Figure 1. Placement view.
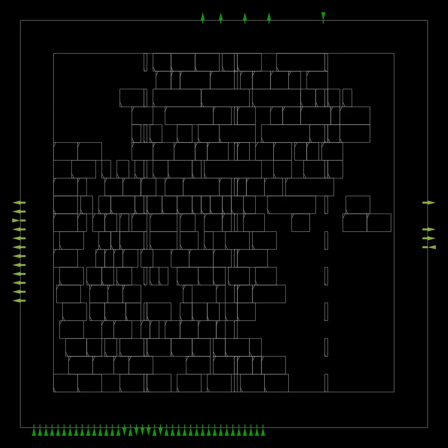
Figure 2. Routed metal, one colour a layer.
The bar under the picture is 20 µm long. Two of the layers only.
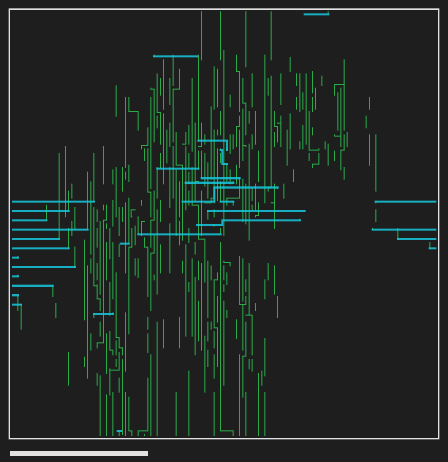
Figure 3. Register map, names as in the netlist.
Other cells in grey.
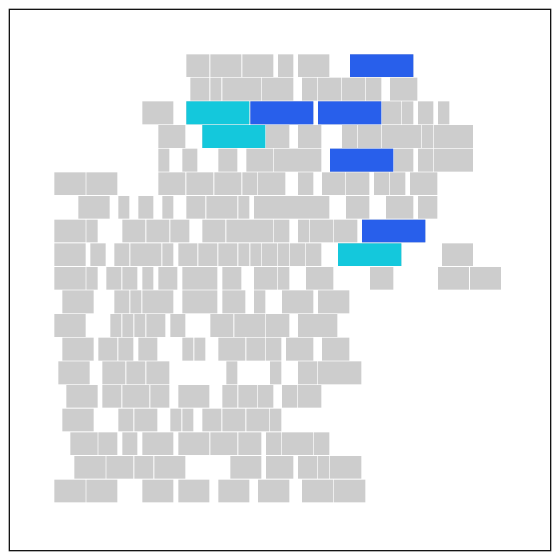
Figure 4. Cells coloured by class.
Fill, decap, tap and diode cells in grey.
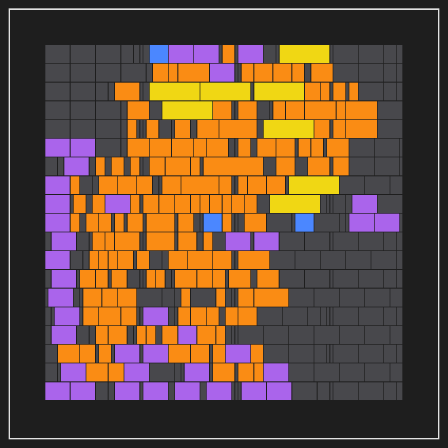
Figure 5. Wire density map.
The bar under the picture is 20 µm long. 12 x 12 tiles, from black (low) to pale yellow (high), scaled to the fullest tile. Values are wire area over tile area, all layers added.
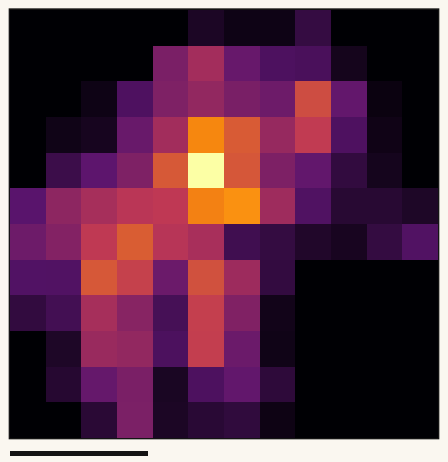
==> config.mk <==
export PLATFORM = sky130hd
export DESIGN_NAME = multicycle_control_unit_flat
export DESIGN_NICKNAME = d
export VERILOG_FILES = /design/src/rtl/riscv_ctrl_pkg.sv /design/src/rtl/multicycle_control_unit_if.sv /design/src/rtl/mcu_decoder.sv /design/src/rtl/multicycle_control_unit.sv /design/src/flat_wrapper.sv
export SDC_FILE = /design/constraint.sdc
export NUM_CORES = 1
export LEC_CHECK = 0
export ABC_AREA = 0
export CORE_MARGIN = 5
export CORE_UTILIZATION = 43
export CTS_CLUSTER_SIZE = 28
export DETAILED_ROUTE_END_ITERATION = 16
export PLACE_DENSITY = 0.92
export SLEW_MARGIN = 30
export SYNTH_ARGS = -nofsm -noshare
export SYNTH_HDL_FRONTEND = slang
export SYNTH_HIERARCHICAL = 1
export SYNTH_SLANG_ARGS = --single-unit
==> constraint.sdc <==
create_clock -name clk -period 9.59 [get_ports clk]
set_input_delay 1.918 -clock clk [delete_from_list [all_inputs] [get_ports clk]]
set_output_delay 1.918 -clock clk [all_outputs]
set_load 0.02 [all_outputs]
==> results.tsv <==
metric	value	unit
r2r_slack	7.27	ns
most_common_cell	nor2_1	
arrival	5.29	ns
startpoint_type	input pin	
layout.nets	232	
peakVddDrop	51.33	µV
yosys_warnings	6	
hold_viol_final	0	
ys_area	1170	µm²
io_buffers	38	
syn_nets	201	
ys_ff	8	
area_growth	32.41	%
final-setup-viol-count	0	
die_area	3864	µm²
drtPass1Iterations	4	
grt_max_degree	25	
period_used_share	75.13	%
edf_count	0	
largest_reg_flops	5	
critPathRequiredTime	7.67	ns
max_cap_violations	0	
p_clk_share	23.2	%
die_y	62.16	µm
p_leak	0.5476	nW
grt_antenna_before_repair	0	
maxSlewHeadroom	43.40	%
cts.sinks	8	
p_total	112.7	µW
tool_warnings	48	
grt_overflow	0	
clock_skew	0.006100	ns
gp_congestion	0.8660	
synth.cell_area	1170	µm²
pwr-share-seq	35.6	%
syn_inst	162	
layout_min_cycle_time	7.205	ns
cts_buffers	3	
switching_share	37.16	%
cts_buffer_depth	2	
postPlaceCellArea	1526	µm²
diodes	0	
maxSlewViolCount	0	
ys.flop_type	dfxtp_1	
critPathKind	input pin to output pin	
crit_chain	clkdlybuf4s50_1 > nand3b_1 > nor4_1 > a211o_1 > a31o_1 > nor2_1 > and3_1 > a311oi_2 > and4bb_1 > clkdlybuf4s50_1	
grt_first_pass_wirelength	5347	µm
postCtsSetupBuffers	0	
worst_pin_slew	0.8462	ns
grt_pass1_vias	1209	
synthTopCellsByArea	dfxtp_1 (14%), nor2_1 (5.1%), nor3_1 (3.9%)	
clock_latency	0.26	ns
crit_slowest_cell	clkdlybuf4s50_1	
reg2reg_depth	4	
htree_levels	1	
ys_cells	162	
die_w	62.16	µm
cellPowerDensity	72.77	nW/µm²
via_per_inst	5.991	
drt_iter0_drc	85	
top_area_share	13.69	%
synth-async-reset-ratio	0	%
cp_slowest_stage_delay	0.70	ns
synth_seq_share	13.69	%
hold_buffers	0	
clkTransAtPathRegs	0.05	ns
cp_common_cell	clkdlybuf4s50_1	
outcome	completed	
drive_above_1_share	6.283	%
worstSetupEndpointType	output pin	
drc	0	
About Figure 1:
cell row count: 19
layout filler cell count: 228
fraction of area in registers: 10.34%

About Figure 2:
legend:
  green:
    layer: metal 2
    wire_length: 1450 µm
  cyan:
    layer: metal 3
    wire_length: 192 µm
Routed Wire Length: 3160 µm
gr usage total: 16.26%

About Figure 3:
legend:
  cyan:
    signal: u_core/bus.state
    flops: 3
  blue:
    signal: u_core/wait_cnt
    flops: 5
Seq power: 40.1 µW
Util after Layout: 57.66%

About Figure 4:
legend:
  yellow:
    class: flops
    cells: 8
  purple:
    class: other buffers and delay cells
    cells: 39
  orange:
    class: combinational and other logic
    cells: 141
  blue:
    class: clock drivers
    cells: 3
post-route cell area: 1549 µm²
core area: 2686 µm²

About Figure 5:
nearly empty tiles: 31%
mean over tiles: 0.13
emptiest ninth of the die: south-east
densest ninth of the die: centre
vias: 1330
WL/cell: 14.23 µm

[layer usage]
metal / vias to the layer above / share of wire [%] / track usage, %
li1: 667 / - / -
met1: 614 / 46 / 21.11
met2: 43 / 46 / 23.96
met3: 6 / 6.0 / 4.144
met4: 0 / 2.5 / 9.485
met5: - / 0 / 0
[cell families (layout without fill, tap and decap cells)]
kind of cell,Yosys count,after routing,synth area share (%)
and+or+nand+nor,75,75,40.43
AOI/OAI and AO/OA,49,49,29.73
buffers and inverters,21,50,8.556
DFF,8,8,13.69
xor gates and xnor gates,6,6,4.492
adders and majority gates,2,2,2.139
muxes,1,1,0.9625
[area by class of cell]
class / instances / area [µm²]
clock buffer: 3 / 22.52
tap: 31 / 38.79
multi-input combinational: 133 / 909.6
inverter: 8 / 30.03
timing repair buffer: 39 / 387.9
fill: 228 / 1137
sequential: 8 / 160.2
[stage by stage]
stage	hold slack [ns]	setup WS, ns	util, %	std cells
after detailed placement	0.6411	2.432	56.82	219
after global routing	0.7236	2.118	57.66	222
after floorplan	0.5819	3.622	-	162
after global placement	0.6274	2.430	56.82	219
after CTS	0.6528	2.428	57.66	222
final	0.6399	2.385	57.66	222
[worst max-delay path, delay by kind of cell]
kind                   cells  cell delay (ns)
buffers and inverters      2             1.30
and+or+nand+nor            5             1.07
AOI/OAI and AO/OA          3             0.99
[power groups by stage]
stage          Combinational [mW]  Sequential (mW)  Clock [mW]
3_3_place_gp               0.0451           0.0405           0
6_report                   0.0464           0.0401      0.0262
5_1_grt                    0.0504           0.0406      0.0301
4_1_cts                    0.0461           0.0399      0.0277
2_1_floorplan              0.0320           0.0381           0
3_5_place_dp               0.0459           0.0406           0
[cell usage in the layout, fill, tap and decap left out, types with 5 or more instances in the layout]
| master | instances |
|---|---|
| nor2b_1 | 6 |
| clkdlybuf4s50_1 | 38 |
| nand2_1 | 6 |
| nor3_1 | 9 |
| inv_1 | 8 |
| o21ai_0 | 9 |
| and3_1 | 7 |
| a211oi_1 | 5 |
| nor3b_1 | 5 |
| dfxtp_1 | 8 |
| a21oi_1 | 8 |
| nor2_1 | 16 |
Power is estimated from default activity; no workload was simulated.
